### config.mk
export PLATFORM = sky130hd
export DESIGN_NAME = lcd_id_reader
export DESIGN_NICKNAME = d
export VERILOG_FILES = /design/src/rtl/lcd_id_reader.sv
export SDC_FILE = /design/constraint.sdc
export NUM_CORES = 1
export LEC_CHECK = 0
export ABC_AREA = 1
export CORE_MARGIN = 2
export CORE_UTILIZATION = 50
export DETAILED_ROUTE_END_ITERATION = 16
export GPL_TIMING_DRIVEN = 0
export MAX_ROUTING_LAYER = met4
export PLACE_DENSITY_LB_ADDON = 0.2
export SYNTH_ARGS = -nofsm -noshare
export SYNTH_HDL_FRONTEND = slang
export SYNTH_SLANG_ARGS = --single-unit
### constraint.sdc
create_clock -name clk -period 2 [get_ports clk]
set_input_delay 0.6 -clock clk [delete_from_list [all_inputs] [get_ports clk]]
set_output_delay 0.6 -clock clk [all_outputs]
set_load 0.01 [all_outputs]
### src/rtl/lcd_id_reader.sv
// Reads the panel strap pins off the released LCD RGB bus, debounces them over N_SAMPLES reads and decodes the panel ID.
// Optional feature macro: LCD_ID_RESCAN_EN adds a rescan input that restarts identification from DONE or FAIL.
module lcd_id_reader #(
    parameter int SETTLE_CYC = 1000,
    parameter int N_SAMPLES  = 4,
    parameter int SAMPLE_GAP = 16,
    parameter int MAX_RETRY  = 3
) (
    input  logic        clk,
    input  logic        rst_n,
`ifdef LCD_ID_RESCAN_EN
    input  logic        rescan,
`endif
    input  logic [23:0] lcd_rgb_in,
    output logic        lcd_rgb_oe,
    output logic [15:0] lcd_id,
    output logic        id_valid,
    output logic        id_err
);

    localparam int SW = (SETTLE_CYC > 1) ? $clog2(SETTLE_CYC) : 1;
    localparam int GW = (SAMPLE_GAP > 1) ? $clog2(SAMPLE_GAP) : 1;
    localparam int NW = $clog2(N_SAMPLES);
    localparam int RW = (MAX_RETRY > 0) ? $clog2(MAX_RETRY + 1) : 1;

    typedef enum logic [2:0] {
        SETTLE = 3'd0,
        SAMPLE = 3'd1,
        DECODE = 3'd2,
        DONE   = 3'd3,
        FAIL   = 3'd4
    } state_t;

    // Returns {known, id}; known=0 for the reserved strap codes.
    function automatic logic [16:0] decode_id(input logic [2:0] code);
        logic [16:0] res;
        case (code)
            3'b000:  res = {1'b1, 16'h4342};
            3'b001:  res = {1'b1, 16'h7084};
            3'b010:  res = {1'b1, 16'h7016};
            3'b100:  res = {1'b1, 16'h4384};
            3'b101:  res = {1'b1, 16'h1018};
            default: res = {1'b0, 16'h0000};
        endcase
        return res;
    endfunction

    state_t         state_r, state_nx;
    logic [SW-1:0]  settle_cnt_r, settle_cnt_nx;
    logic [GW-1:0]  gap_cnt_r, gap_cnt_nx;
    logic [NW-1:0]  smp_cnt_r, smp_cnt_nx;
    logic [2:0]     ref_r, ref_nx;
    logic [RW-1:0]  retry_r, retry_nx;
    logic [15:0]    lcd_id_r, lcd_id_nx;
    logic           id_valid_r, id_err_r, oe_r;
    logic [2:0]     code_s;
    logic [16:0]    dec_s;
    logic           rescan_s;
    logic           unused_s;

    assign code_s   = {lcd_rgb_in[7], lcd_rgb_in[15], lcd_rgb_in[23]};
    assign dec_s    = decode_id(ref_r);
    assign unused_s = ^{lcd_rgb_in[22:16], lcd_rgb_in[14:8], lcd_rgb_in[6:0]};
`ifdef LCD_ID_RESCAN_EN
    assign rescan_s = rescan;
`else
    assign rescan_s = 1'b0;
`endif

    // Next-state and datapath decisions of the identification sequence.
    always_comb begin
        state_nx      = state_r;
        settle_cnt_nx = settle_cnt_r;
        gap_cnt_nx    = gap_cnt_r;
        smp_cnt_nx    = smp_cnt_r;
        ref_nx        = ref_r;
        retry_nx      = retry_r;
        lcd_id_nx     = lcd_id_r;
        case (state_r)
            SETTLE: begin
                if (settle_cnt_r == SW'(SETTLE_CYC - 1)) begin
                    state_nx      = SAMPLE;
                    settle_cnt_nx = {SW{1'b0}};
                    gap_cnt_nx    = {GW{1'b0}};
                    smp_cnt_nx    = {NW{1'b0}};
                end else begin
                    settle_cnt_nx = settle_cnt_r + SW'(1);
                end
            end
            SAMPLE: begin
                gap_cnt_nx = (gap_cnt_r == GW'(SAMPLE_GAP - 1)) ? {GW{1'b0}} : gap_cnt_r + GW'(1);
                if (gap_cnt_r == {GW{1'b0}}) begin
                    if (smp_cnt_r == {NW{1'b0}}) begin
                        ref_nx     = code_s;
                        smp_cnt_nx = NW'(1);
                    end else if (code_s != ref_r) begin
                        // A disagreeing sample aborts this attempt at once.
                        gap_cnt_nx = {GW{1'b0}};
                        smp_cnt_nx = {NW{1'b0}};
                        if (retry_r == RW'(MAX_RETRY)) begin
                            state_nx  = FAIL;
                            lcd_id_nx = 16'h0000;
                        end else begin
                            state_nx      = SETTLE;
                            retry_nx      = retry_r + RW'(1);
                            settle_cnt_nx = {SW{1'b0}};
                        end
                    end else if (smp_cnt_r == NW'(N_SAMPLES - 1)) begin
                        state_nx   = DECODE;
                        gap_cnt_nx = {GW{1'b0}};
                        smp_cnt_nx = {NW{1'b0}};
                    end else begin
                        smp_cnt_nx = smp_cnt_r + NW'(1);
                    end
                end else begin
                    smp_cnt_nx = smp_cnt_r;
                end
            end
            DECODE: begin
                if (dec_s[16]) begin
                    state_nx  = DONE;
                    lcd_id_nx = dec_s[15:0];
                end else begin
                    state_nx  = FAIL;
                    lcd_id_nx = 16'h0000;
                end
            end
            DONE, FAIL: begin
                if (rescan_s) begin
                    state_nx      = SETTLE;
                    retry_nx      = {RW{1'b0}};
                    lcd_id_nx     = 16'h0000;
                    settle_cnt_nx = {SW{1'b0}};
                    gap_cnt_nx    = {GW{1'b0}};
                    smp_cnt_nx    = {NW{1'b0}};
                end else begin
                    state_nx = state_r;
                end
            end
            default: begin
                state_nx      = SETTLE;
                settle_cnt_nx = {SW{1'b0}};
                lcd_id_nx     = 16'h0000;
            end
        endcase
    end

    // State, counters and registered outputs; outputs follow the next state so they change on the entry edge.
    always_ff @(posedge clk or negedge rst_n) begin
        if (!rst_n) begin
            state_r      <= SETTLE;
            settle_cnt_r <= {SW{1'b0}};
            gap_cnt_r    <= {GW{1'b0}};
            smp_cnt_r    <= {NW{1'b0}};
            ref_r        <= 3'b000;
            retry_r      <= {RW{1'b0}};
            lcd_id_r     <= 16'h0000;
            id_valid_r   <= 1'b0;
            id_err_r     <= 1'b0;
            oe_r         <= 1'b0;
        end else begin
            state_r      <= state_nx;
            settle_cnt_r <= settle_cnt_nx;
            gap_cnt_r    <= gap_cnt_nx;
            smp_cnt_r    <= smp_cnt_nx;
            ref_r        <= ref_nx;
            retry_r      <= retry_nx;
            lcd_id_r     <= lcd_id_nx;
            id_valid_r   <= (state_nx == DONE) || (state_nx == FAIL);
            id_err_r     <= (state_nx == FAIL);
            oe_r         <= (state_nx == DONE) || (state_nx == FAIL);
        end
    end

    assign lcd_id     = lcd_id_r;
    assign id_valid   = id_valid_r;
    assign id_err     = id_err_r;
    assign lcd_rgb_oe = oe_r;

endmodule

Figure 1. Cell sizes after repair.
(6 px per um)
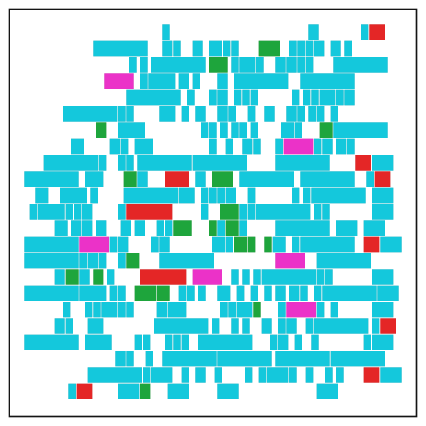
- x6 and larger: magenta (cells 6)
- x2: green (cells 20)
- x1 and smaller: cyan (cells 253)
- x3 and x4: red (cells 10)

Figure 2. The metal 3 layer.
(4 px per um)
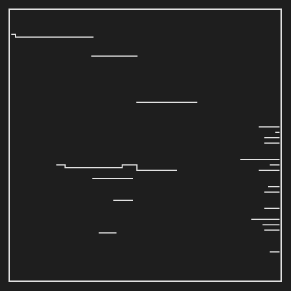
- share of all routed wire: 4.2%
- wire length on this layer: 154 um
- nets with wire on the layer: 18
- main direction: horizontal
- longest straight run: 19.3 um

Figure 3. Met2 routing.
(4 px per um)
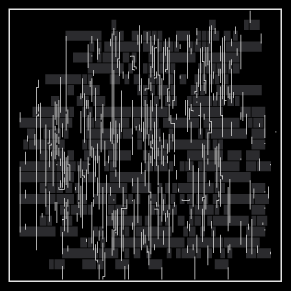
- main direction: vertical
- share of all routed wire: 45%

==> deck_impl_summary.md <==
Run Summary

Run status
  • Status: finished, final reports clean

Critical path
  • Slowest cell on crit path: clkdlybuf4s50_1
  • Slack of the worst reg-to-reg path: 370 ps
  • Crit path kind: reg2out
  • Worst path bufs/invs: 2
  • Crit-path max cell delay: 510 ps
  • Cell Chain, Critical Path: buf_4, clkdlybuf4s50_1
  • Worst-path fanout max: 3
  • Crit path launch type: flop
  • CP required: 1400 ps
  • Crit end category: output port
  • Worst Path Arrival: 1280 ps
  • Worst reg2reg path depth: 9
  • RR Startpoint: gap_cnt_r[0]
  • Worst flop-to-flop path endpoint: lcd_id[14]

Final timing
  • Final Max Tran Viols: 0
  • Slew HR: 0.468
  • Post-layout min period: 1880 ps
  • Fmax: 0.531 GHz
  • Setup Skew: 5.94 ps
  • Fin. Hold Viols: 0
  • Setup ws final: 116 ps
  • Post-layout period usage of the worst path: 0.942
  • Worst-margin pin slew: 798 ps
  • RSZ-0062 raised after global routing: false
  • Final setup violation count: 0

Finish
  • Combinational Gates: 185
  • Diode count: 0
  • Non-CTS buffers: 25
  • Non-clock buffer area fraction after layout: 0.0961
  • Top cell excl fill/tap: nand2_1
  • Area occupied by multi-input gates: 955 sq um
  • Sequential standard cell area: 901 sq um
  • Inverters: 35
  • Flop share of the area: 0.380
  • Clkbuf count: 6
  • Design Area, Final: 0.00237 sq mm
  • Synthesis-to-finish area growth: 17.1%
  • Final Util: 0.601
  • Seq_cells: 36
  • Top Layout Cells: nand2_1, dfrtp_1, inv_1
  • Combinational share of cell area: 0.403
  • Final clock-cell share: 0.0391
  • Layout cells sized above 1: 0.125
  • Top class by area: logic gates
  • Fin nets: 320

Yosys
  • Yosys stat area: 0.00202 sq mm
  • Logic family by area: simple AND/OR/NAND/NOR gates
  • Syn avg cell area: 7.82 sq um
  • AND-OR/OR-AND Cells, Area Fraction: 0.101
  • MUX area fraction: 0
  • Cells after Synth: 259
  • Seq share, synth: 0.445
  • Adders+Majority by Area: 0.0371
  • Post-synth ARST share: 1.00
  • Yosys simple share: 0.311
  • Commonest flop: dfrtp_1
  • Yosys warnings: 0
  • Yosys cell count: 259
  • EDFF count, synth: 0
  • Distinct cells, synth: 30

Min path
  • Hold Crit Class: in2async

Power and ir drop
  • Logic pwr share: 0.032
  • Worst vdd ir: 0.524 mV
  • Pwr Total: 1.30 mW
  • Power Density: 548 mW/mm^2
  • Lkg Pwr: 1.25 nW
  • Flop pwr share: 0.560
  • Biggest consumer: registers
  • Sw frac: 0.217
  • Internal: 1.02 mW
  • Clock network fraction of total power: 0.408
  • Combinational power: 41.3 uW
  • Sequential power: 728 uW

Die
  • Std-Cell Rows: 23
  • Init Core Util: 0.513
  • Chip width: 67.6 um
  • Chip area: 0.00457 sq mm
  • IO Pins: 45
  • Die Ht: 67.6 um
  • Tapcells: 50

Detailed routing
  • Iter 0 DRT Violations: 142
  • Remaining antenna violation count after routing: 0
  • Detailed Route WL: 3710 um
  • Vias per std cell: 4.88
  • Vias: 1654
  • WL/cell: 10.9 um
  • DRT Pass-1 Iters: 4
  • Number of remaining DRC errors: 0

CTS
  • H-tree Lvls: 2
  • Clock sink count: 36
  • CTS max path bufs: 2
  • CTS tree: done
  • Post-CTS Repair Setup Buffers: 0
  • CTS root buf: clkbuf_8
  • Cts repair resizes: 0
  • Worst-path clk slew: 70 ps
  • CTS Buf Count: 5

Placed design
  • Number of port buffers: 18
  • Placement Cell Area: 0.00228 sq mm
  • Post-place setup slack: -72.3 ps
  • Final GP Congestion: 0.783

Job
  • MaxCap Viol Count: 0
  • Total tool warning count: 49

Global routing
  • First-pass GRT wire length: 6380 um
  • Largest net degree at the start of global routing: 37
  • Vias in the first global route: 1478
  • GR Overflow Total: 0
Figure 4. Gate-type map.
(6 px per um)
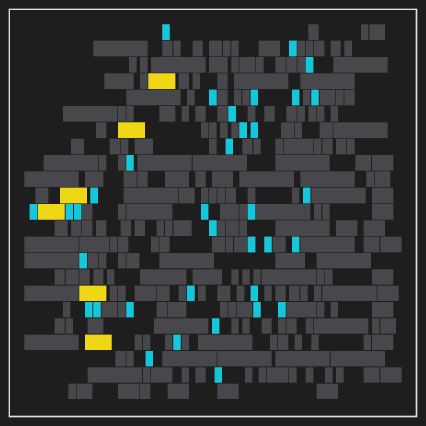
- fa/ha/maj cells: yellow (cells 6)
- inv cells: cyan (cells 35)

Figure 5. Routing congestion map.
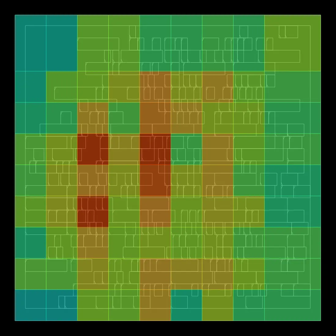
met3 Usage GRT: 0.0650
Global Route Usage Sum: 0.196
met1 Track Usage GR: 0.246

==> flip-flops by register name, indices dropped and copies added, names as in the netlist <==
name          count
gap_cnt_r         4
settle_cnt_r     10
lcd_id           10
id_err            1
ref_r             3
retry_r           2
state_r           3
lcd_rgb_oe        1
smp_cnt_r         2
==> synthesized netlist by cell type, drive strengths merged, types with 2 or more instances <==
| cell | instances | area share |
|---|---|---|
| nand3 | 20 | 0.057 |
| nand3b | 3 | 0.011 |
| nand2 | 87 | 0.17 |
| o22ai | 5 | 0.015 |
| dfrtp | 36 | 0.44 |
| nor2 | 18 | 0.038 |
| ha | 6 | 0.037 |
| o21ai | 21 | 0.052 |
| nor3 | 3 | 0.0074 |
| xnor2 | 3 | 0.013 |
| o211ai | 2 | 0.0074 |
| a21oi | 3 | 0.011 |
| inv | 34 | 0.063 |
| nand4 | 4 | 0.027 |
| buf | 7 | 0.026 |
==> how the worst max path moves through the flow <==
stage / startpoint / end / slack (ps) / cells after the start
detailed placement: lcd_rgb_in[15] / lcd_rgb_oe / -70 / 9
global route: lcd_id[9] / lcd_id[9] / 70 / 2
floorplan: lcd_rgb_in[15] / lcd_rgb_oe / 530 / 8
CTS: lcd_id[9] / lcd_id[9] / 110 / 2
finish: lcd_id[9] / lcd_id[9] / 120 / 2
global placement: rst_n / settle_cnt_r[8] / -510 / 1
==> per-stage QoR <==
step,setup TNS [ps],instances,hold WS [ps]
floorplan,0,263,304
global placement,-18820,331,454
detailed placement,-648,331,457
CTS,0,339,422
global route,0,339,469
finish,0,339,392
==> per-layer routing <==
metal / up-vias / global-route usage / part of all wire
li1: 878 / - / -
met1: 747 / 0.246 / 0.49
met2: 24 / 0.290 / 0.45
met3: 5 / 0.0650 / 0.041
met4: 0 / 0.0765 / 0.017
met5: - / - / 0
Power is estimated from default activity; no workload was simulated.
